File: config.mk
export PLATFORM = sky130hd
export DESIGN_NAME = net_recv_event_extract
export DESIGN_NICKNAME = d
export VERILOG_FILES = /design/src/rtl/net_recv_event_extract.sv
export SDC_FILE = /design/constraint.sdc
export NUM_CORES = 2
export LEC_CHECK = 0
export ABC_AREA = 1
export CAP_MARGIN = 20
export CORE_AREA = 4 4 540 542
export DETAILED_ROUTE_END_ITERATION = 6
export DIE_AREA = 0 0 544 546
export PLACE_DENSITY_LB_ADDON = 0.25
export SYNTH_ARGS = -nofsm -noshare
export SYNTH_HDL_FRONTEND = slang
export SYNTH_SLANG_ARGS = --single-unit
File: constraint.sdc
create_clock -name clk -period 6.55 [get_ports clk]
set_input_delay 1.31 -clock clk [delete_from_list [all_inputs] [get_ports clk]]
set_output_delay 1.31 -clock clk [all_outputs]
set_load 0.02 [all_outputs]
File: src/rtl/net_recv_event_extract.sv
// net_recv_event_extract
//
// Ingress front end for the NET_RECV controller stage. It splits each received
// frame into four independently handshaked event channels:
//   - hdr : the IPv4 header slice taken from the first beat
//   - seq : a per-frame sequence number
//   - len : the frame byte count
//   - pkt : the frame itself, forwarded beat by beat
// Each channel has a one-entry output register, so downstream barrier queues
// can drain the channels at different rates.
//
// Ports
//   clk, rst                 clock; asynchronous active-low reset
//   s_pkt_*                  ingress AXI-Stream (tdata/tkeep/tlast/tvalid/tready)
//   m_hdr_*                  header slice channel (tdata/tvalid/tready)
//   m_seq_*                  sequence number channel (tdata/tvalid/tready)
//   m_len_*                  frame length channel (tdata/tvalid/tready)
//   m_pkt_*                  forwarded frame (tdata/tkeep/tlast/tvalid/tready)
//   short_cnt                saturating count of frames too short for the header
//
// States
//   ST_FIRST | next accepted beat is the first beat of a frame
//   ST_BODY  | inside a multi-beat frame, waiting for its remaining beats
module net_recv_event_extract #(
  parameter int DATA_WIDTH = 512,
  parameter int KEEP_WIDTH = DATA_WIDTH/8,
  parameter int HDR_OFFSET = 14,
  parameter int HDR_WIDTH  = 160,
  parameter int LEN_WIDTH  = 32
) (
  input  logic                  clk,
  input  logic                  rst,

  input  logic [DATA_WIDTH-1:0] s_pkt_tdata,
  input  logic [KEEP_WIDTH-1:0] s_pkt_tkeep,
  input  logic                  s_pkt_tlast,
  input  logic                  s_pkt_tvalid,
  output logic                  s_pkt_tready,

  output logic [HDR_WIDTH-1:0]  m_hdr_tdata,
  output logic                  m_hdr_tvalid,
  input  logic                  m_hdr_tready,

  output logic [LEN_WIDTH-1:0]  m_seq_tdata,
  output logic                  m_seq_tvalid,
  input  logic                  m_seq_tready,

  output logic [LEN_WIDTH-1:0]  m_len_tdata,
  output logic                  m_len_tvalid,
  input  logic                  m_len_tready,

  output logic [DATA_WIDTH-1:0] m_pkt_tdata,
  output logic [KEEP_WIDTH-1:0] m_pkt_tkeep,
  output logic                  m_pkt_tlast,
  output logic                  m_pkt_tvalid,
  input  logic                  m_pkt_tready,

  output logic [15:0]           short_cnt
);

  localparam int HDR_BYTES     = HDR_WIDTH/8;
  localparam int HDR_LAST_BYTE = HDR_OFFSET + HDR_BYTES - 1;
  localparam int CNT_W         = $clog2(KEEP_WIDTH + 1);

  typedef enum logic {ST_FIRST, ST_BODY} state_t;

  state_t                state_q, state_d;
  logic                  rdy_en_q, rdy_en_d;

  logic [HDR_WIDTH-1:0]  hdr_q, hdr_d;
  logic                  hdr_vld_q, hdr_vld_d;
  logic [LEN_WIDTH-1:0]  seq_q, seq_d;
  logic                  seq_vld_q, seq_vld_d;
  logic [LEN_WIDTH-1:0]  len_q, len_d;
  logic                  len_vld_q, len_vld_d;
  logic [DATA_WIDTH-1:0] pkt_data_q, pkt_data_d;
  logic [KEEP_WIDTH-1:0] pkt_keep_q, pkt_keep_d;
  logic                  pkt_last_q, pkt_last_d;
  logic                  pkt_vld_q, pkt_vld_d;

  logic [LEN_WIDTH-1:0]  seq_ctr_q, seq_ctr_d;
  logic [LEN_WIDTH-1:0]  len_acc_q, len_acc_d;
  logic [15:0]           short_cnt_q, short_cnt_d;

  logic                  hdr_free, seq_free, len_free, pkt_free;
  logic                  accept;
  logic [HDR_WIDTH-1:0]  hdr_slice;
  logic [CNT_W-1:0]      beat_bytes;
  logic [LEN_WIDTH:0]    acc_sum;
  logic [LEN_WIDTH-1:0]  acc_sat;

  // A register is free when empty or being drained this cycle.
  assign hdr_free = !hdr_vld_q || m_hdr_tready;
  assign seq_free = !seq_vld_q || m_seq_tready;
  assign len_free = !len_vld_q || m_len_tready;
  assign pkt_free = !pkt_vld_q || m_pkt_tready;

  // rdy_en_q holds ready low until the first edge after reset release.
  // hdr/seq only matter for a first beat; len only matters for a last beat.
  assign s_pkt_tready = rdy_en_q && pkt_free
                      && (!s_pkt_tlast || len_free)
                      && ((state_q == ST_BODY) || (hdr_free && seq_free));
  assign accept = s_pkt_tvalid && s_pkt_tready;

  // Header slice with disabled bytes zeroed, so short frames carry no stale data.
  always_comb begin
    hdr_slice = '0;
    for (int i = 0; i < HDR_BYTES; i++) begin
      hdr_slice[8*i +: 8] = s_pkt_tkeep[HDR_OFFSET+i]
                          ? s_pkt_tdata[8*(HDR_OFFSET+i) +: 8] : 8'h00;
    end
  end

  always_comb begin
    beat_bytes = '0;
    for (int i = 0; i < KEEP_WIDTH; i++) begin
      beat_bytes = beat_bytes + CNT_W'(s_pkt_tkeep[i]);
    end
  end

  // One extra bit catches the carry so the running length saturates.
  always_comb begin
    acc_sum = {1'b0, len_acc_q} + {{(LEN_WIDTH+1-CNT_W){1'b0}}, beat_bytes};
    acc_sat = acc_sum[LEN_WIDTH] ? '1 : acc_sum[LEN_WIDTH-1:0];
  end

  always_comb begin
    state_d     = state_q;
    rdy_en_d    = 1'b1;
    hdr_d       = hdr_q;
    seq_d       = seq_q;
    len_d       = len_q;
    pkt_data_d  = pkt_data_q;
    pkt_keep_d  = pkt_keep_q;
    pkt_last_d  = pkt_last_q;
    seq_ctr_d   = seq_ctr_q;
    len_acc_d   = len_acc_q;
    short_cnt_d = short_cnt_q;
    hdr_vld_d   = hdr_vld_q && !m_hdr_tready;
    seq_vld_d   = seq_vld_q && !m_seq_tready;
    len_vld_d   = len_vld_q && !m_len_tready;
    pkt_vld_d   = pkt_vld_q && !m_pkt_tready;

    if (accept) begin
      pkt_data_d = s_pkt_tdata;
      pkt_keep_d = s_pkt_tkeep;
      pkt_last_d = s_pkt_tlast;
      pkt_vld_d  = 1'b1;

      if (state_q == ST_FIRST) begin
        hdr_d     = hdr_slice;
        hdr_vld_d = 1'b1;
        seq_d     = seq_ctr_q;
        seq_vld_d = 1'b1;
        seq_ctr_d = seq_ctr_q + LEN_WIDTH'(1);
        if (!s_pkt_tkeep[HDR_LAST_BYTE] && (short_cnt_q != 16'hFFFF)) begin
          short_cnt_d = short_cnt_q + 16'd1;
        end
      end

      if (s_pkt_tlast) begin
        len_d     = acc_sat;
        len_vld_d = 1'b1;
        len_acc_d = '0;
        state_d   = ST_FIRST;
      end else begin
        len_acc_d = acc_sat;
        state_d   = ST_BODY;
      end
    end
  end

  always_ff @(posedge clk or negedge rst) begin
    if (!rst) begin
      state_q     <= ST_FIRST;
      rdy_en_q    <= 1'b0;
      hdr_q       <= '0;
      hdr_vld_q   <= 1'b0;
      seq_q       <= '0;
      seq_vld_q   <= 1'b0;
      len_q       <= '0;
      len_vld_q   <= 1'b0;
      pkt_data_q  <= '0;
      pkt_keep_q  <= '0;
      pkt_last_q  <= 1'b0;
      pkt_vld_q   <= 1'b0;
      seq_ctr_q   <= '0;
      len_acc_q   <= '0;
      short_cnt_q <= '0;
    end else begin
      state_q     <= state_d;
      rdy_en_q    <= rdy_en_d;
      hdr_q       <= hdr_d;
      hdr_vld_q   <= hdr_vld_d;
      seq_q       <= seq_d;
      seq_vld_q   <= seq_vld_d;
      len_q       <= len_d;
      len_vld_q   <= len_vld_d;
      pkt_data_q  <= pkt_data_d;
      pkt_keep_q  <= pkt_keep_d;
      pkt_last_q  <= pkt_last_d;
      pkt_vld_q   <= pkt_vld_d;
      seq_ctr_q   <= seq_ctr_d;
      len_acc_q   <= len_acc_d;
      short_cnt_q <= short_cnt_d;
    end
  end

  assign m_hdr_tdata  = hdr_q;
  assign m_hdr_tvalid = hdr_vld_q;
  assign m_seq_tdata  = seq_q;
  assign m_seq_tvalid = seq_vld_q;
  assign m_len_tdata  = len_q;
  assign m_len_tvalid = len_vld_q;
  assign m_pkt_tdata  = pkt_data_q;
  assign m_pkt_tkeep  = pkt_keep_q;
  assign m_pkt_tlast  = pkt_last_q;
  assign m_pkt_tvalid = pkt_vld_q;
  assign short_cnt    = short_cnt_q;

endmodule

**Congestion heat map**

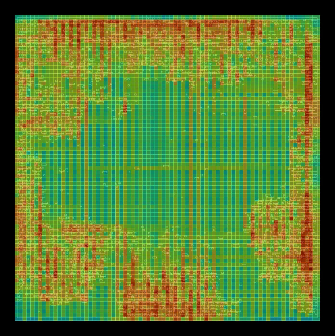
global routing usage on met3: 7.96%
total routing usage reported by global routing: 16.7%
Util after Layout: 21.2%

**Sequential cells grouped by signal name**

(1 px per µm) Other sequential cells in the stronger gray, the rest of the logic in the fainter gray.
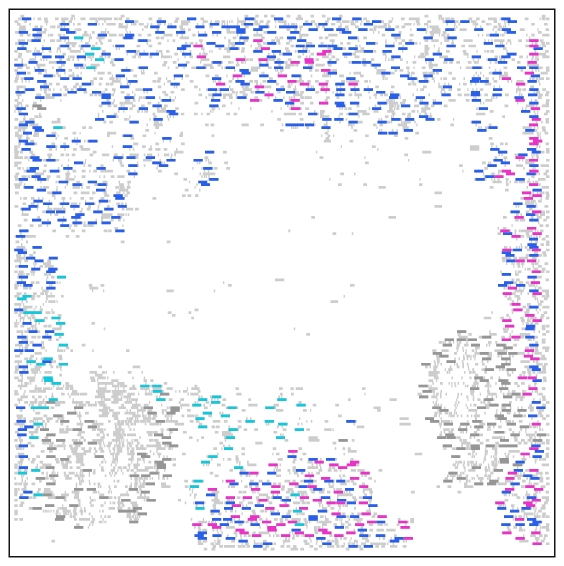
- cyan: m_pkt_tkeep (sequential cells 64)
- blue: m_pkt_tdata (sequential cells 512; where all over the die)
- magenta: m_hdr_tdata (sequential cells 160)
Seq power: 7610 µW
Seq. cell area: 22,200 µm²
Seq area share: 36.4%

==> metrics.yaml <==
status: "complete, but fails checks"
violations: "negative setup slack"
drive_gt1_share_pct: 8.52
common_cells: "2,285 x nand2_1, 887 x dfrtp_1, 242 x o21ai_0, 211 x inv_1, 84 x buf_4"
dpl-instance-area_um2: 56300
max_slew_margin_pct: 24.8
clock_sinks: 887
dr.pass1.iters: 5
yosysMostFrequentCell: "nand2_1"
worst_slack_ns: -0.225
clock.fmax_mhz: 148
fin_setup_tns_ns: -8.58
cts_tree: "done"
synthToLayoutAreaGrowth_pct: 63.8
grt_pass1_vias: 36000
maxSlewViolCount: 0
syn_area_um2: 37200
cts_buffer_depth: 4
worstPathBufferInverterCount: 8
slowest_stage: "fa_2"
postCtsHoldBufs: 0
grt_setup_unrepaired: "yes"
setup_viol: 63
crit_path_frequent_cell: "fa_1"
finalInstanceArea_um2: 60900
hold_violations: 0
period_used_pct: 103
grt_max_degree: 149
fin_skew_ns: 0.0547
die_x_um: 544
cts_resized: 135
overflow: 0
dp_slack_ns: -1.63
ys_cells: 4201
p_per_area_nw_per_um2: 497
hpwl_mm: 212
cts_setup_buffers: 9
tightest_slew_ns: 1.13
nets: 6358
fin_crit_ns: 6.78
synth.distinct_cells: 39
coreArea_um2: 287000
ys_seq_share_pct: 59.6
antenna_found_initial: 187
drt_iter0_drc: 2386
rows: 197
place_congestion: 0.927
ys_warn_count: 0
syn_area_per_cell_um2: 8.86
clock.latency.late_pin_ns: 0.84
pin_count: 1406
cts_made_buffers: 122
**Met1 routing**

(1 px per µm)
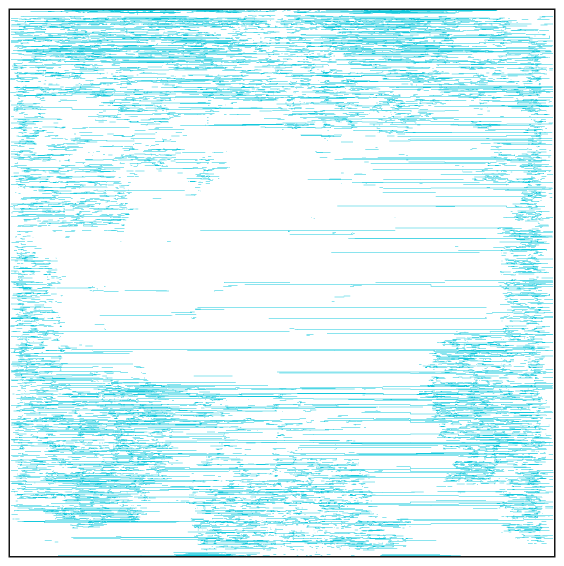
- longest straight run: 387 µm
- nets with wire on the layer: 5,775
- share of all routed wire: 40%
met1 GRT Util: 20.0%
WL final: 258 mm

[cells in the final DEF, fill, tap and decap left out, types with 14 or more instances in the layout]
cell type        netlist  final
o21ai_1               12     14
buf_12                 1     27
fa_1                  56     47
clkbuf_16              0    124
nor3_1                27     27
nand2_2                5     48
dfrtp_1              887    887
nand3_4               10     21
clkbuf_1              51     18
nand3_1               76     58
clkinv_2               0     17
xor2_1                40     40
clkdlybuf4s50_1        0   1371
inv_1                211    186
nor2_1                70     70
buf_4                 84    106
nand2_4                1     19
clkbuf_8               0     31
o21ai_0              242    238
diode_2                0     38
nand2_1             2285   2223
inv_2                  4     24
o31ai_1               18     18
ha_1                  29     28
[flip-flops by register name, indices dropped and copies added (netlist names)]
name	cells
m_pkt_tvalid	1
m_len_tvalid	1
m_seq_tvalid	1
rdy_en_q	1
m_seq_tdata	32
m_len_tdata	32
m_pkt_tdata	512
m_hdr_tvalid	1
seq_ctr_q	32
state_q	1
m_hdr_tdata	160
m_pkt_tlast	1
short_cnt	16
len_acc_q	32
m_pkt_tkeep	64
[path summary, 6_finish.rpt]
check | from | endpoint | slack (ns) | cells after the start
worst min-delay path | m_pkt_tdata[444]$_DFFE_PN0P_ | m_pkt_tdata[444]$_DFFE_PN0P_ | 0.48 | 2
worst min register to register | m_pkt_tdata[444]$_DFFE_PN0P_ | m_pkt_tdata[444]$_DFFE_PN0P_ | 0.48 | 2
max in group asynchronous | rst | m_pkt_tdata[141]$_DFFE_PN0P_ | 4.50 | 2
worst max-delay path | s_pkt_tkeep[17] | m_len_tdata[13]$_DFFE_PN0P_ | -0.23 | 28
min in group asynchronous | rst | m_hdr_tdata[63]$_DFFE_PN0P_ | 0.55 | 1
worst max register to register | len_acc_q[0]$_DFFE_PN0P_ | m_len_tdata[13]$_DFFE_PN0P_ | 0.77 | 23
[logic make-up after synthesis]
group	share of synthesized area (%)
adder cells (fa/ha/maj)	3.99
other	0.0101
buffers and inverters	5.03
AND/OR/NAND/NOR	26.4
AND-OR/OR-AND	3.88
flip-flops	59.6
XOR/XNOR	1.04
[tightest hold or removal path: cells and delay by family, from the launching register on]
kind | cells | cell delay (ns)
and+or+nand+nor | 2 | 0.10
DFF | 1 | 0.34
[per-layer routing]
metal  part of all wire [%]  wire length (µm)  vias up  GRT usage [%]
li1                       -                 -    16000              -
met3                     12             30000      428           7.96
met1                     40            103000    17200           20.0
met2                     46            118000     1542           26.9
met5                   0.26               661        -              0
met4                    2.6              6650      106           4.05
[through the flow]
step | utilization (%) | hold WS [ns] | std cells
CTS | 21.1 | 0.472 | 9552
floorplan | - | 0.455 | 4201
global route | 21.2 | 0.494 | 9571
finish | 21.2 | 0.475 | 9593
global placement | 19.6 | 0.462 | 9334
detailed placement | 19.6 | 0.464 | 9334
[layout make-up]
type	instances	area [µm²]
clock buffer	173	3600
sequential	887	22200
timing repair buffer	1545	15500
multi-input combinational	2918	13600
inverter	215	837
tap	3781	4730
fill	31700	226000
clock inverter	36	395
antenna	38	95.1
[where the power goes]
group	switching, µW	internal [µW]	total [µW]
registers	876	6730	7610
clock network	2720	4020	6740
logic	9080	6870	15900
total	12700	17600	30300
Power is estimated from default activity; no workload was simulated.
